===== src/rtl/uart_pkg.sv =====
// Shared UART definitions: frame state encoding, oversampling ratio and default payload width.
// Used by uart_tx and uart_baud_gen.
package uart_pkg;

  typedef enum logic [2:0] {
    IDLE,
    START,
    DATA,
    PARITY,
    STOP
  } state_t;

  localparam int OVERSAMPLE         = 8;
  localparam int DEFAULT_DATA_WIDTH = 8;

endpackage


===== src/rtl/uart_baud_gen.sv =====
// Bit-period generator: emits a one-cycle tick every OVERSAMPLE * max(prescale, 1) cycles.
// The prescale value is captured on start, so mid-frame changes have no effect.
module uart_baud_gen
  import uart_pkg::*;
#(
  parameter int PRESCALE_WIDTH = 16
) (
  input  logic                      clk,
  input  logic                      rst,
  input  logic                      start,
  input  logic                      run,
  input  logic [PRESCALE_WIDTH-1:0] prescale,
  output logic                      tick
);

  // Wide enough that OVERSAMPLE * prescale can never overflow.
  localparam int CW = PRESCALE_WIDTH + 3;

  logic [CW-1:0] cnt_q;
  logic [CW-1:0] period_q;
  logic [CW-1:0] period_d;

  always_comb begin
    period_d = CW'(prescale) * CW'(OVERSAMPLE);
    if (prescale == '0) period_d = CW'(OVERSAMPLE);
  end

  assign tick = run && (cnt_q == period_q - 1'b1);

  // NOTE: clocked state uses non-blocking assignments so every flop samples pre-edge values.
  always_ff @(posedge clk or posedge rst) begin
    if (rst) begin
      cnt_q    <= '0;
      period_q <= '0;
    end else if (start) begin
      cnt_q    <= '0;
      period_q <= period_d;
    end else if (run) begin
      cnt_q <= tick ? '0 : cnt_q + 1'b1;
    end
  end

endmodule


===== src/rtl/uart_tx.sv =====
// UART transmitter: LSB-first 8N1 framing on txd from an AXI-stream style byte input.
// Defining UART_TX_PARITY_EN inserts an even-parity bit before the stop bit.
module uart_tx
  import uart_pkg::*;
#(
  parameter int DATA_WIDTH     = DEFAULT_DATA_WIDTH,
  parameter int PRESCALE_WIDTH = 16
) (
  input  logic                      clk,
  input  logic                      rst,
  input  logic [DATA_WIDTH-1:0]     s_axis_tdata,
  input  logic                      s_axis_tvalid,
  output logic                      s_axis_tready,
  input  logic [PRESCALE_WIDTH-1:0] prescale,
  output logic                      txd,
  output logic                      busy
);

  localparam int BCW = (DATA_WIDTH > 1) ? $clog2(DATA_WIDTH) : 1;

  state_t                state_q, state_d;
  logic [DATA_WIDTH-1:0] shift_q, shift_d;
  logic [BCW-1:0]        bit_cnt_q, bit_cnt_d;
  logic                  txd_q, txd_d;
  logic                  handshake;
  logic                  tick;
`ifdef UART_TX_PARITY_EN
  logic                  parity_q, parity_d;
`endif

  assign s_axis_tready = (state_q == IDLE) && !rst;
  assign handshake     = s_axis_tvalid && s_axis_tready;
  assign busy          = (state_q != IDLE);
  assign txd           = txd_q;

  uart_baud_gen #(
    .PRESCALE_WIDTH(PRESCALE_WIDTH)
  ) u_baud_gen (
    .clk     (clk),
    .rst     (rst),
    .start   (handshake),
    .run     (busy),
    .prescale(prescale),
    .tick    (tick)
  );

  // NOTE: every always_comb output gets a default first, so no path can infer a latch.
  always_comb begin
    state_d   = state_q;
    shift_d   = shift_q;
    bit_cnt_d = bit_cnt_q;
    txd_d     = txd_q;
`ifdef UART_TX_PARITY_EN
    parity_d  = parity_q;
`endif
    case (state_q)
      IDLE: begin
        if (handshake) begin
          state_d   = START;
          shift_d   = s_axis_tdata;
          bit_cnt_d = '0;
          txd_d     = 1'b0;
`ifdef UART_TX_PARITY_EN
          parity_d  = ^s_axis_tdata;
`endif
        end
      end
      START: begin
        if (tick) begin
          state_d = DATA;
          txd_d   = shift_q[0];
          shift_d = shift_q >> 1;
        end
      end
      DATA: begin
        if (tick) begin
          if (bit_cnt_q == BCW'(DATA_WIDTH - 1)) begin
`ifdef UART_TX_PARITY_EN
            state_d = PARITY;
            txd_d   = parity_q;
`else
            state_d = STOP;
            txd_d   = 1'b1;
`endif
          end else begin
            bit_cnt_d = bit_cnt_q + 1'b1;
            txd_d     = shift_q[0];
            shift_d   = shift_q >> 1;
          end
        end
      end
`ifdef UART_TX_PARITY_EN
      PARITY: begin
        if (tick) begin
          state_d = STOP;
          txd_d   = 1'b1;
        end
      end
`endif
      STOP: begin
        if (tick) state_d = IDLE;
      end
      default: begin
        state_d = IDLE;
        txd_d   = 1'b1;
      end
    endcase
  end

  // Reset forces the line idle-high immediately and drops any partial frame.
  always_ff @(posedge clk or posedge rst) begin
    if (rst) begin
      state_q   <= IDLE;
      shift_q   <= '0;
      bit_cnt_q <= '0;
      txd_q     <= 1'b1;
`ifdef UART_TX_PARITY_EN
      parity_q  <= 1'b0;
`endif
    end else begin
      state_q   <= state_d;
      shift_q   <= shift_d;
      bit_cnt_q <= bit_cnt_d;
      txd_q     <= txd_d;
`ifdef UART_TX_PARITY_EN
      parity_q  <= parity_d;
`endif
    end
  end

endmodule


===== config.mk =====
export PLATFORM = sky130hd
export DESIGN_NAME = uart_tx
export DESIGN_NICKNAME = d
export VERILOG_FILES = /design/src/rtl/uart_pkg.sv /design/src/rtl/uart_baud_gen.sv /design/src/rtl/uart_tx.sv
export SDC_FILE = /design/constraint.sdc
export NUM_CORES = 1
export LEC_CHECK = 0
export ABC_AREA = 0
export CORE_MARGIN = 5
export CORE_UTILIZATION = 54
export CTS_BUF_LIST = sky130_fd_sc_hd__clkbuf_2
export CTS_CLUSTER_SIZE = 28
export DETAILED_ROUTE_END_ITERATION = 7
export HOLD_SLACK_MARGIN = 0.12
export PLACE_DENSITY = 0.79
export SLEW_MARGIN = 20
export SYNTH_ARGS = -nofsm -noshare
export SYNTH_HDL_FRONTEND = slang
export SYNTH_SLANG_ARGS = --single-unit

===== constraint.sdc =====
create_clock -name clk -period 3.3 [get_ports clk]
set_input_delay 0.66 -clock clk [delete_from_list [all_inputs] [get_ports clk]]
set_output_delay 0.66 -clock clk [all_outputs]
set_load 0.02 [all_outputs]

layer_met4.png
Scale bar: 20 um. Supply wires on this layer in grey.
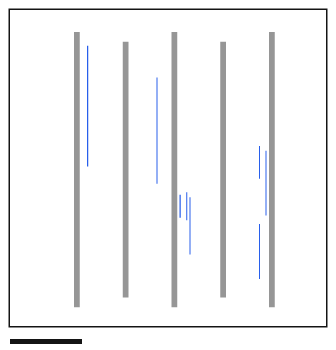
The wires run mostly vertical. The longest straight run is 33.3 um. The layer carries 133 um of wire. 8 nets have wire on it. The layer holds 1.6% of the routed length.
aggregate routed wire length: 8380 um
via count: 3116

layer_met2.png
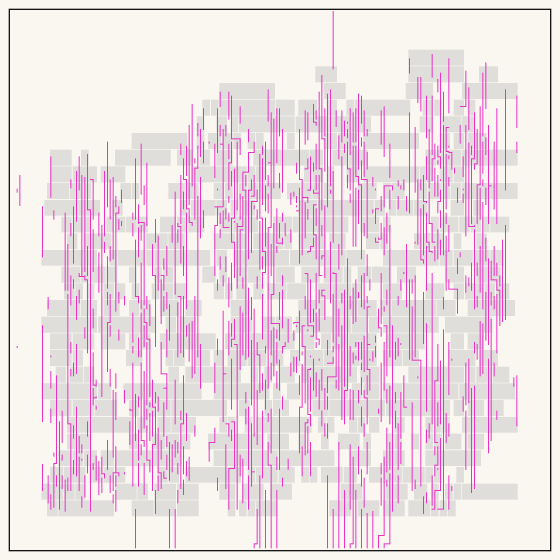
The layer holds 50% of the routed length. The wires run mostly vertical. 381 nets have wire on it. The longest straight run is 49.1 um. The layer carries 4170 um of wire.

layer_met1.png
Scale bar: 20 um. Supply wires on this layer in grey.
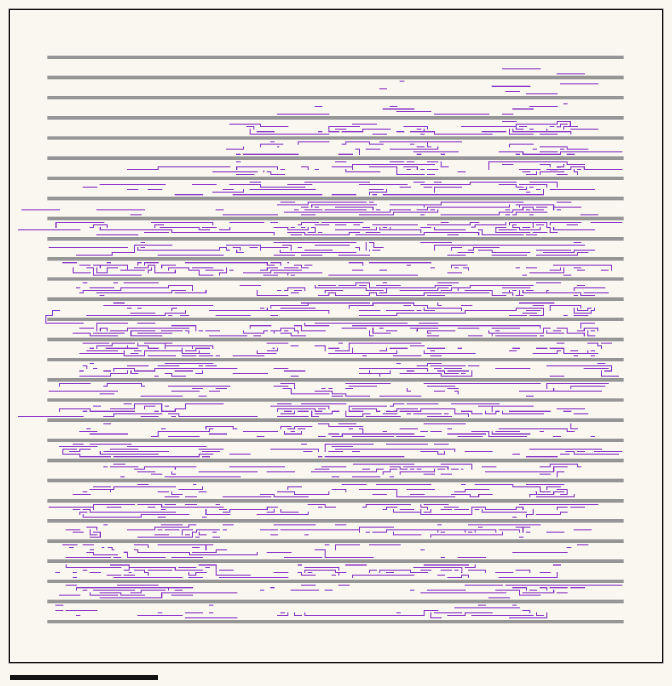
The layer carries 3690 um of wire. The longest straight run is 25.3 um.

layer_met3.png
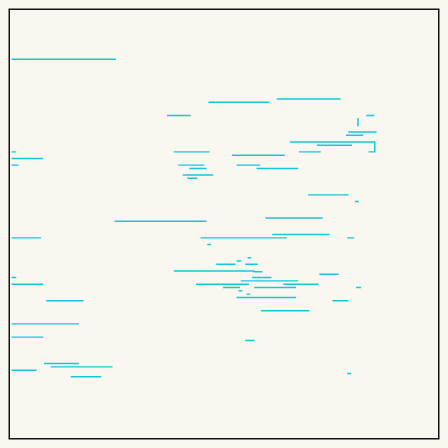
The wires run mostly horizontal. 43 nets have wire on it. The longest straight run is 21.2 um. The layer holds 4.6% of the routed length. The layer carries 387 um of wire.

==> impl_metrics.tcl <==
# metrics dict for downstream scripts
set metrics [dict create \
    half_perimeter_wire_length_after_detailed_placement_um 5930 \
    cts-buffers-inserted 5 \
    p_seq_frac 0.520 \
    drtIter0Drc 362 \
    topCombFamilyByArea "simple AND/OR/NAND/NOR gates" \
    post_cts_resize_count 0 \
    bufAreaShareNonClock 0.127 \
    report.power.total_w 0.00181 \
    net-switching-power_w 0.000694 \
    synth-simple-area-share 0.291 \
    ff_count 50 \
    largestRegisters "u_baud_gen.cnt_q x19, u_baud_gen.period_q x16, shift_q x8" \
    whs_endpoint "u_baud_gen.cnt_q[0]" \
    worstSetupStartpointType "flip-flop" \
    crit_arrival_ns 3.54 \
    totalNegativeSetupSlack_ns 0 \
    finalWorstPathRequiredPeriod_ns 3.16 \
    sequential_share_of_cell_area 0.329 \
    drt-pass1-iter-count 5 \
    n_all_buffers 51 \
    gr-total-overflow 0 \
    synthTopCellsByArea "sky130_fd_sc_hd__dfrtp_1, sky130_fd_sc_hd__nand2_1, sky130_fd_sc_hd__o21ai_0, sky130_fd_sc_hd__nand3_1, sky130_fd_sc_hd__mux2i_1" \
    synth_chip_area_sq_um 3280 \
    finalWeightedCongestion 0.830 \
    run_status "finished clean" \
    critical_path_required_ns 3.68 \
    inv_count 16 \
    final.fill_count 500 \
    insertedDiodeCount 0 \
    timing.critical_path.to_type "flip-flop" \
    viasPerCell 6.11 \
    critPathTopFamily "simple AND/OR/NAND/NOR gates" \
    path_buffers 2 \
    setup_slack_ns 0.136 \
    maxCapViolCount 0 \
    globalRouteTotalUtil 0.225 \
    reg2reg_from "u_baud_gen.period_q[3]" \
    setup.reg_to_reg.worst_slack_ns 0.14 \
    dominantRegCellSynth "sky130_fd_sc_hd__dfrtp_1" \
    registers.top_by_ff_count "u_baud_gen.cnt_q" \
    synth_adder_area_share 0.0152 \
    p_comb_frac 0.340 \
    timing.critical_path.from "u_baud_gen.period_q[3]" \
    top_level_pins 30 \
    coreArea_sq_um 5920 \
    powerClk_w 0.000254 \
]
